$ cat config.mk
export PLATFORM = sky130hd
export DESIGN_NAME = fetch_stage
export DESIGN_NICKNAME = d
export VERILOG_FILES = /design/src/rtl/fetch_stage.sv
export SDC_FILE = /design/constraint.sdc
export NUM_CORES = 1
export LEC_CHECK = 0
export ABC_AREA = 0
export CAP_MARGIN = 20
export CORE_UTILIZATION = 48
export CTS_CLUSTER_SIZE = 12
export DETAILED_ROUTE_END_ITERATION = 16
export GPL_ROUTABILITY_DRIVEN = 0
export PLACE_DENSITY_LB_ADDON = 0.1
export REMOVE_ABC_BUFFERS = 1
export SLEW_MARGIN = 20
export SYNTH_ARGS = -nofsm -noshare
export SYNTH_HDL_FRONTEND = slang
export SYNTH_SLANG_ARGS = --single-unit
$ cat constraint.sdc
create_clock -name clk -period 2.2 [get_ports clk]
set_input_delay 0.55 -clock clk [delete_from_list [all_inputs] [get_ports clk]]
set_output_delay 0.55 -clock clk [all_outputs]
set_load 0.005 [all_outputs]
$ cat src/rtl/fetch_stage.sv
`default_nettype none
// ============================================================================
// Module      : fetch_stage
// Description : Instruction-fetch stage. Owns the PC, drives the synchronous
//               instruction memory and fills the IF/ID pipeline register.
// Revision    : 1.0 - initial release
// ============================================================================

module fetch_stage #(
  parameter logic [31:0] RESET_PC = 32'h0000_0000,
  parameter logic [31:0] NOP      = 32'h0000_0013,
  parameter int          CNT_W    = 16
) (
  input  logic             clk,
  input  logic             reset_n,
  input  logic             stall,
  input  logic             branch_out,
  input  logic [31:0]      branch_target,
  input  logic             jump,
  input  logic [31:0]      jump_target,
  output logic             imem_req,
  output logic [31:0]      imem_addr,
  input  logic [31:0]      imem_rdata,
  output logic             if_id_valid,
  output logic [31:0]      if_id_pc,
  output logic [31:0]      if_id_pc_plus4,
  output logic [31:0]      if_id_instr,
  output logic             flush_id_ex,
  output logic             fetch_fault,
  output logic [31:0]      fault_addr,
  output logic [CNT_W-1:0] redirect_count
);

  typedef enum logic [0:0] {
    ST_RUN  = 1'b0,
    ST_HALT = 1'b1
  } state_t;

  state_t           r_state;
  logic [31:0]      r_pc;
  logic             r_pend_valid;
  logic [31:0]      r_pend_pc;
  logic             r_if_id_valid;
  logic [31:0]      r_if_id_pc;
  logic [31:0]      r_if_id_pc_plus4;
  logic [31:0]      r_if_id_instr;
  logic             r_fault;
  logic [31:0]      r_fault_addr;
  logic [CNT_W-1:0] r_redirect_count;

  logic             w_run;
  logic             w_take_branch;
  logic             w_take_jump;
  logic             w_redirect;
  logic [31:0]      w_target;
  logic             w_misaligned;

  // EX is older than ID, so a branch outranks a jump; a stall only holds back jumps.
  assign w_run         = (r_state == ST_RUN);
  assign w_take_branch = w_run & branch_out;
  assign w_take_jump   = w_run & jump & ~stall & ~branch_out;
  assign w_redirect    = w_take_branch | w_take_jump;
  assign w_target      = branch_out ? {branch_target[31:1], 1'b0}
                                    : {jump_target[31:1], 1'b0};
  assign w_misaligned  = w_target[1];

  assign imem_req       = w_run;
  assign imem_addr      = (stall && r_pend_valid) ? r_pend_pc : r_pc;
  assign flush_id_ex    = w_take_branch;
  assign if_id_valid    = r_if_id_valid;
  assign if_id_pc       = r_if_id_pc;
  assign if_id_pc_plus4 = r_if_id_pc_plus4;
  assign if_id_instr    = r_if_id_instr;
  assign fetch_fault    = r_fault;
  assign fault_addr     = r_fault_addr;
  assign redirect_count = r_redirect_count;

  always_ff @(posedge clk) begin
    if (!reset_n) begin
      r_state          <= ST_RUN;
      r_pc             <= RESET_PC;
      r_pend_valid     <= 1'b0;
      r_pend_pc        <= 32'h0;
      r_if_id_valid    <= 1'b0;
      r_if_id_pc       <= 32'h0;
      r_if_id_pc_plus4 <= 32'h4;
      r_if_id_instr    <= NOP;
      r_fault          <= 1'b0;
      r_fault_addr     <= 32'h0;
      r_redirect_count <= '0;
    end else if (r_state == ST_HALT) begin
      r_if_id_valid <= 1'b0;
      r_if_id_instr <= NOP;
      r_pend_valid  <= 1'b0;
    end else if (w_redirect) begin
      r_pend_valid  <= 1'b0;
      r_if_id_valid <= 1'b0;
      r_if_id_instr <= NOP;
      if (w_misaligned) begin
        r_state      <= ST_HALT;
        r_fault      <= 1'b1;
        r_fault_addr <= w_target;
      end else begin
        r_pc             <= w_target;
        r_redirect_count <= r_redirect_count + CNT_W'(1);
      end
    end else if (!stall) begin
      r_pc         <= r_pc + 32'd4;
      r_pend_valid <= 1'b1;
      r_pend_pc    <= r_pc;
      if (r_pend_valid) begin
        r_if_id_valid    <= 1'b1;
        r_if_id_pc       <= r_pend_pc;
        r_if_id_pc_plus4 <= r_pend_pc + 32'd4;
        r_if_id_instr    <= imem_rdata;
      end else begin
        r_if_id_valid <= 1'b0;
        r_if_id_instr <= NOP;
      end
    end
  end

endmodule

`default_nettype wire

Fig. 1: run 1, cell sizes after repair
The bar under the picture is 50 um long.
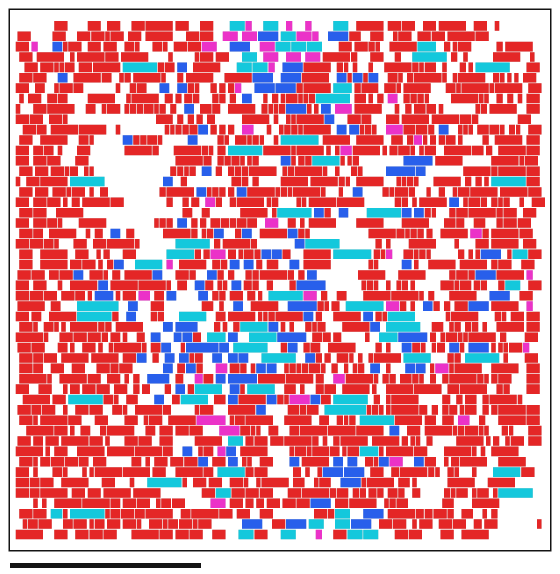
Key: red = x1 and smaller [cells 1,212, share 83%, most used clkdlybuf4s50_1]; magenta = x2 [cells 45, share 3.1%, most used mux2_2]; cyan = x6 and larger [cells 68, share 4.7%, most used clkbuf_16]; blue = x3 and x4 [cells 135, share 9.2%, most used buf_4]
final worst-path setup slack: -0.0837 ns
area overhead of the layout relative to synthesis: 48.3%
post-route cell area: 0.0139 mm2
number of buffers other than clock buffers in the final layout: 388

Fig. 2: run 1, cells coloured by class
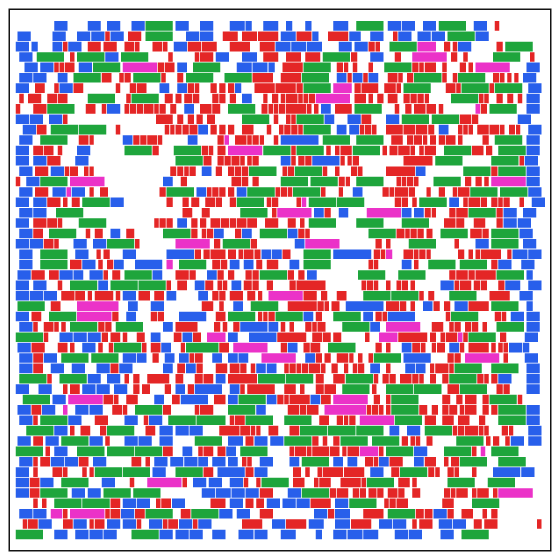
Key: red = remaining logic cells [cells 830]; green = sequential cells [cells 202]; magenta = clock drivers and dummy loads [cells 40]; blue = remaining buffers and delay cells [cells 388]

Fig. 3: run 1, clock routing
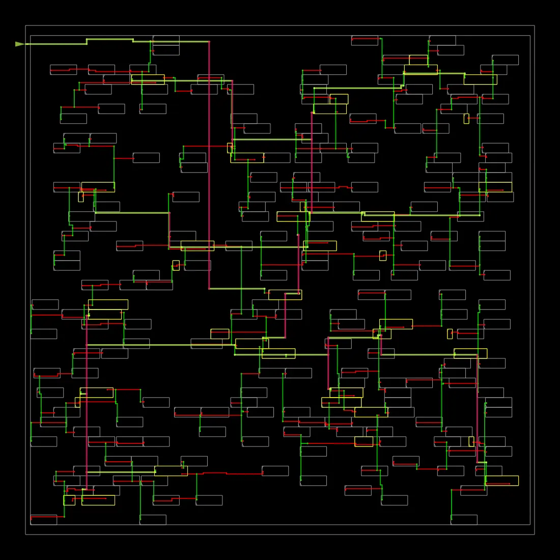
clock group total power: 3.82 mW
number of buffers created by CTS: 23
CTS sink count: 202
Worst-Skew Late Latency: 0.50 ns
largest clock skew in the final design: 0.0129 ns

Fig. 4: run 1, clock network drawn from the DEF
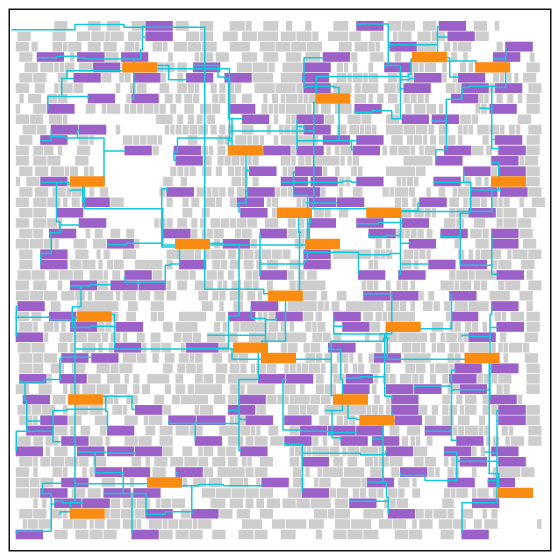
Key: purple = flip-flops [count 202]; cyan = clock wires [length 2,520 um]; orange = clock-net drivers [count 23]
Position of the flops: widely spread.
clock share of power: 0.425

## run 1: how the worst min path moves through the flow
stage	startpoint	to	slack (ns)	depth (start not counted)
floorplan	if_id_pc[10]$_SDFFE_PN0P_	if_id_pc[10]$_SDFFE_PN0P_	0.45	2
global placement	if_id_pc[24]$_SDFFE_PN0P_	if_id_pc[24]$_SDFFE_PN0P_	0.44	2
detailed placement	if_id_pc[22]$_SDFFE_PN0P_	if_id_pc[22]$_SDFFE_PN0P_	0.45	2
CTS	if_id_pc[22]$_SDFFE_PN0P_	if_id_pc[22]$_SDFFE_PN0P_	0.46	2
global route	if_id_pc[15]$_SDFFE_PN0P_	if_id_pc[15]$_SDFFE_PN0P_	0.47	2
finish	if_id_pc[22]$_SDFFE_PN0P_	if_id_pc[22]$_SDFFE_PN0P_	0.45	2
## run 1: metrics by stage
step           setup WS (ns)  instance area, um2  power [mW]  utilization
5_1_grt               -0.112               13900        9.28        0.733
2_1_floorplan          -1.43                8860        4.39            -
4_1_cts              -0.0781               13700        8.99        0.726
3_3_place_gp          -0.505               12900        5.17        0.683
6_report             -0.0837               13900        8.99        0.733
3_5_place_dp          -0.564               12900        5.18        0.683
## run 1: synth_stat cells (3+ instances only)
library cell	number	area, um2
a22oi_1	34	255
nand2_1	180	676
nor3_1	31	155
inv_1	10	37.5
nor4_4	5	106
nand2b_1	9	56.3
nand4_1	16	100
ha_1	3	37.5
nand3_1	31	155
a21oi_1	122	611
buf_6	6	67.6
buf_2	29	145
o21ai_0	61	305
buf_1	3	11.3
a211oi_1	33	248
nor3_2	3	30.0
clkbuf_1	44	165
dfxtp_1	202	4040
a31oi_1	4	25.0
a221oi_1	3	26.3
mux2i_1	19	190
mux2_2	31	349
buf_4	15	113
and4_1	8	70.1
xor2_1	21	184
a21o_1	4	30.0
a221o_1	4	40.0
nor2b_1	4	25.0
a21oi_2	3	26.3
nor3b_1	4	30.0
xnor2_1	14	123
and3_1	9	56.3
nor4_1	5	31.3
o22ai_1	11	68.8
nor2_1	102	383
## run 1: sequential cells by signal, summed over array words and instances (netlist names), 16 cells and up
register / flops
if_id_instr: 32
if_id_pc: 30
r_pend_pc: 30
r_pc: 30
redirect_count: 16
if_id_pc_plus4: 30
fault_addr: 31
## run 1: logic make-up (layout without fill, tap and decap cells)
logic type,after synthesis,count (layout),share of synthesized area
DFF,202,202,0.433
buffers and inverters,108,439,0.0581
AOI/OAI and AO/OA,298,298,0.192
and+or+nand+nor,426,426,0.222
other,1,7,0.000401
muxes,50,50,0.0577
adders and majority gates,3,3,0.00402
xor gates and xnor gates,35,35,0.0328
## run 1: metal layers
layer	vias to the layer above	part of all wire
li1	4597	-
met1	4374	0.43
met2	386	0.46
met3	72	0.077
met4	0	0.036
met5	-	0
## run 1: power groups by stage
stage / logic [mW] / clock network (mW) / registers (mW)
after floorplan: 0.445 / 0 / 3.94
after global placement: 1.22 / 0 / 3.95
after detailed placement: 1.23 / 0 / 3.95
after CTS: 1.24 / 3.87 / 3.88
after global routing: 1.38 / 4.00 / 3.89
final: 1.28 / 3.82 / 3.88
==> results.txt, run 1 <==
Update from the flow run.

The flow ran to the end, but the final reports show violations. The final reports fail on setup timing. For this run, the top clock speed supported by timing is 0.438 GHz.

Leaving out fill and tap cells, the most frequent cells in the layout are 239 x clkdlybuf4s50_1, 200 x dfxtp_1, 179 x nand2_1. In the post-route analysis, the smallest setup slack over all paths is -0.0837 ns. The peak supply drop is 0.472 mV. Pins over their slew limit in the final report were tallied at 0. The sequential fraction of total cell area is 0.292. The sort of element at the end of the critical path is a primary output. The classification of the worst-slack hold path is reg -> reg. The fraction of standard cell area in multi-input logic is 0.354. The final hold violation count is 0. The region available for standard cell placement spans 0.0189 mm2. The number of synthesized register bits is 202. Among all stages on the critical path, the maximum delay recorded is 0.34 ns. The maximum number of buffers from clock root to sink is 3. The static leakage is 5.19 nW. The flip-flop and latch area is 0.00405 mm2. After synthesis, the chip area reported by Yosys is 0.00934 mm2. The arrival time of data at the worst endpoint is listed as 1.73 ns. In this run, synthesis inferred 0 flip-flops with an integrated enable.

Per the GRT congestion report, total overflow comes to 0. Counting I/O delays and the setup requirement, the final critical path takes 2.28 ns. The layout has 35 clock buffers.

The routed via count is 9,429. From the final report, the count of setup violators was given as 10. Per the repair_timing log after CTS, setup buffers inserted total 4. In this run the vertical extent of the chip is 142 um.

The netlist area before placement is 0.00934 mm2. Per the synth stats, the proportion of register bits with asynchronous set or reset is 0. The sequential cell count of the final layout is 202. The TritonCTS clock tree is done. The largest cell class by area is combinational gates.

The power report attributes to the sequential group a share of 0.432. For this run, the number of Yosys warnings is 0. By instance count after routing, the leading logic cell type is clkdlybuf4s50_1. For this design, the CTS-stage hold fixing added 0 buffers. After detailed routing, the number of vias per cell comes to 5.48. The global-route total usage across every layer is 0.297.

The clock transition at the register clock pins on the worst setup and hold paths after CTS is 0.06 ns. In the power breakdown, the internal column shows 6.79 mW. The area taken by multi-input logic gates is 0.00491 mm2. The detailed-routing iteration count for the pre-antenna-repair pass is 5. The final-layout setup total negative slack is -0.128 ns. The worst flop-to-flop path startpoint is r_pc[10]$_SDFFE_PN0P_.
## Run 2: what changed since run 1
--- a/config.mk
+++ b/config.mk
@@ -7,7 +7,9 @@
 export LEC_CHECK = 0
 export ABC_AREA = 0
 export CAP_MARGIN = 20
-export CORE_UTILIZATION = 48
+export CELL_PAD_IN_SITES_DETAIL_PLACEMENT = 1
+export CELL_PAD_IN_SITES_GLOBAL_PLACEMENT = 2
+export CORE_UTILIZATION = 27
 export CTS_CLUSTER_SIZE = 12
 export DETAILED_ROUTE_END_ITERATION = 16
 export GPL_ROUTABILITY_DRIVEN = 0
Fig. 5: run 2, clock network drawn from the DEF
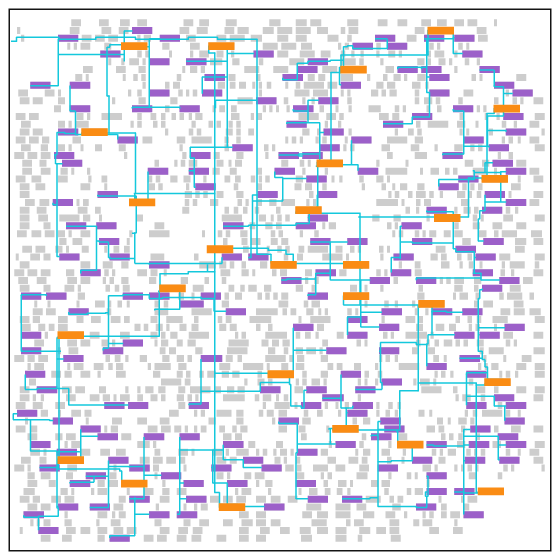
Key: orange = clock-net drivers [count 26]; purple = flip-flops [count 202]; cyan = clock wires [length 3,390 um]
Position of the flops: widely spread.
largest clock skew in the final design: 0.0133 ns
clock share of power: 0.432
clock group total power: 3.99 mW

==> run 2 against run 1 <==
Largest power group is now clock. The run still ends with setup timing left. Combinational power up 5%. Critical path type unchanged. Largest cell class unchanged. Final cell count up 12%. Sequential cell count unchanged. Clock-buffer cell count up 6. Clock skew about the same.
==> results.txt, run 2 <==
Update from the flow run.

The sort of element at the end of the critical path is a primary output. The global-route total usage across every layer is 0.205. The highest cell delay on the worst timing path is 0.34 ns. Summing over every cut layer, the via total after detailed routing is 9,461. The number of hold buffers added after cts is 0. The worst path arrival time is 1.78 ns.

Of the post-synthesis cell area, the dominant cell type holds 0.433. The setup slack at placement is -0.824 ns. The area growth from synthesis to layout is 53.9%. In the layout the commonest cells are 236 x clkdlybuf4s50_1, 199 x dfxtp_1, 179 x nand2_1.

The run finished, with violations left. The vertical die dimension is 188 um. Derived from the worst setup path, the maximum achievable clock frequency is 0.430 GHz.

By area the synthesized netlist is led by dfxtp_1 43%, nand2_1 7.2%, a21oi_1 6.5%. The worst flop-to-flop path startpoint is r_pend_pc[9]$_SDFFE_PN0P_. Summing all multi-input logic gate instances after layout gives 0.00492 mm2. The flip-flop and latch area is 0.00405 mm2. The checks that failed: setup timing.

The top cell type in the final layout, fill and taps aside, is clkdlybuf4s50_1. The final hold violation count is 0. For this run the top cell type by instance count after synthesis was dfxtp_1.

The detailed-routing iteration count for the pre-antenna-repair pass is 4. Setup slack on the critical path of the routed design comes to -0.127 ns. For the completed layout, the total cell area is recorded as 0.0144 mm2. The TritonCTS clock tree is done.

The static leakage is 5.36 nW. The post-synth count of flops with an enable pin is 0. The final critical path time including I/O delays and setup is 2.33 ns. The sink count of the clock tree is 202. After detailed routing, the number of vias per cell comes to 4.89. The clock transition at the register clock pins on the worst setup and hold paths after CTS is 0.06 ns. From the final report, the count of setup violators was given as 22. Note that the worst hold path type here is in -> reg.
==> run 2: area by class of cell <==
type                       count  area share
inverter                      11     0.00305
clock buffer                  41      0.0519
tap                          448      0.0390
multi-input combinational    819       0.342
clock inverter                 4     0.00218
sequential                   202       0.282
timing repair buffer         409       0.280
==> run 2: through the flow <==
step	util	hold WS [ns]	TNS [ns]
after floorplan	-	0.453	-141.73
after global placement	0.396	0.444	-111.07
after detailed placement	0.396	0.448	-114.00
after CTS	0.423	0.342	-3.01
after global routing	0.426	0.348	-2.02
final	0.426	0.377	-1.12
==> run 2: kinds of logic (layout without fill, tap and decap cells) <==
| family | after synthesis | count (layout) | synth area share |
|---|---|---|---|
| adders and majority gates | 3 | 3 | 0.00402 |
| and+or+nand+nor | 426 | 426 | 0.222 |
| xor gates and xnor gates | 35 | 35 | 0.0328 |
| other | 1 | 7 | 0.000401 |
| muxes | 50 | 50 | 0.0577 |
| buffers and inverters | 108 | 465 | 0.0581 |
| DFF | 202 | 202 | 0.433 |
| AOI/OAI and AO/OA | 298 | 298 | 0.192 |
==> run 2: path summary, 6_finish.rpt <==
kind                                endpoint  slack [ns]  cells past startpoint
max                            imem_addr[16]       -0.13                      6
min                    r_pc[28]$_SDFFE_PN0P_        0.38                      2
max reg2reg  if_id_pc_plus4[27]$_SDFFE_PN0P_        0.30                      6
min reg2reg        if_id_pc[11]$_SDFFE_PN0P_        0.45                      2
==> run 2: layer usage <==
layer  global-route usage  up-vias  wire (um)
li1                     -     4643          -
met1                0.283     4536      17600
met2                0.322      237      16100
met3               0.0477       45       2160
met4               0.0472        0        813
met5                    0        -          0
==> run 2: timing repair <==
item	4_1_cts	5_1_grt
buffers inserted	7	0
hold endpoints to repair	0	0
resized	150	36
pin swaps	1	0
setup endpoints to repair	65	32
cloned	2	0
==> run 2: power breakdown <==
part	internal (mW)	switching, mW
sequential	3.77	0.110
combinational	0.723	0.631
clock	2.31	1.68
total	6.80	2.42
No activity file was given, so power comes from the tool's default toggle rates.
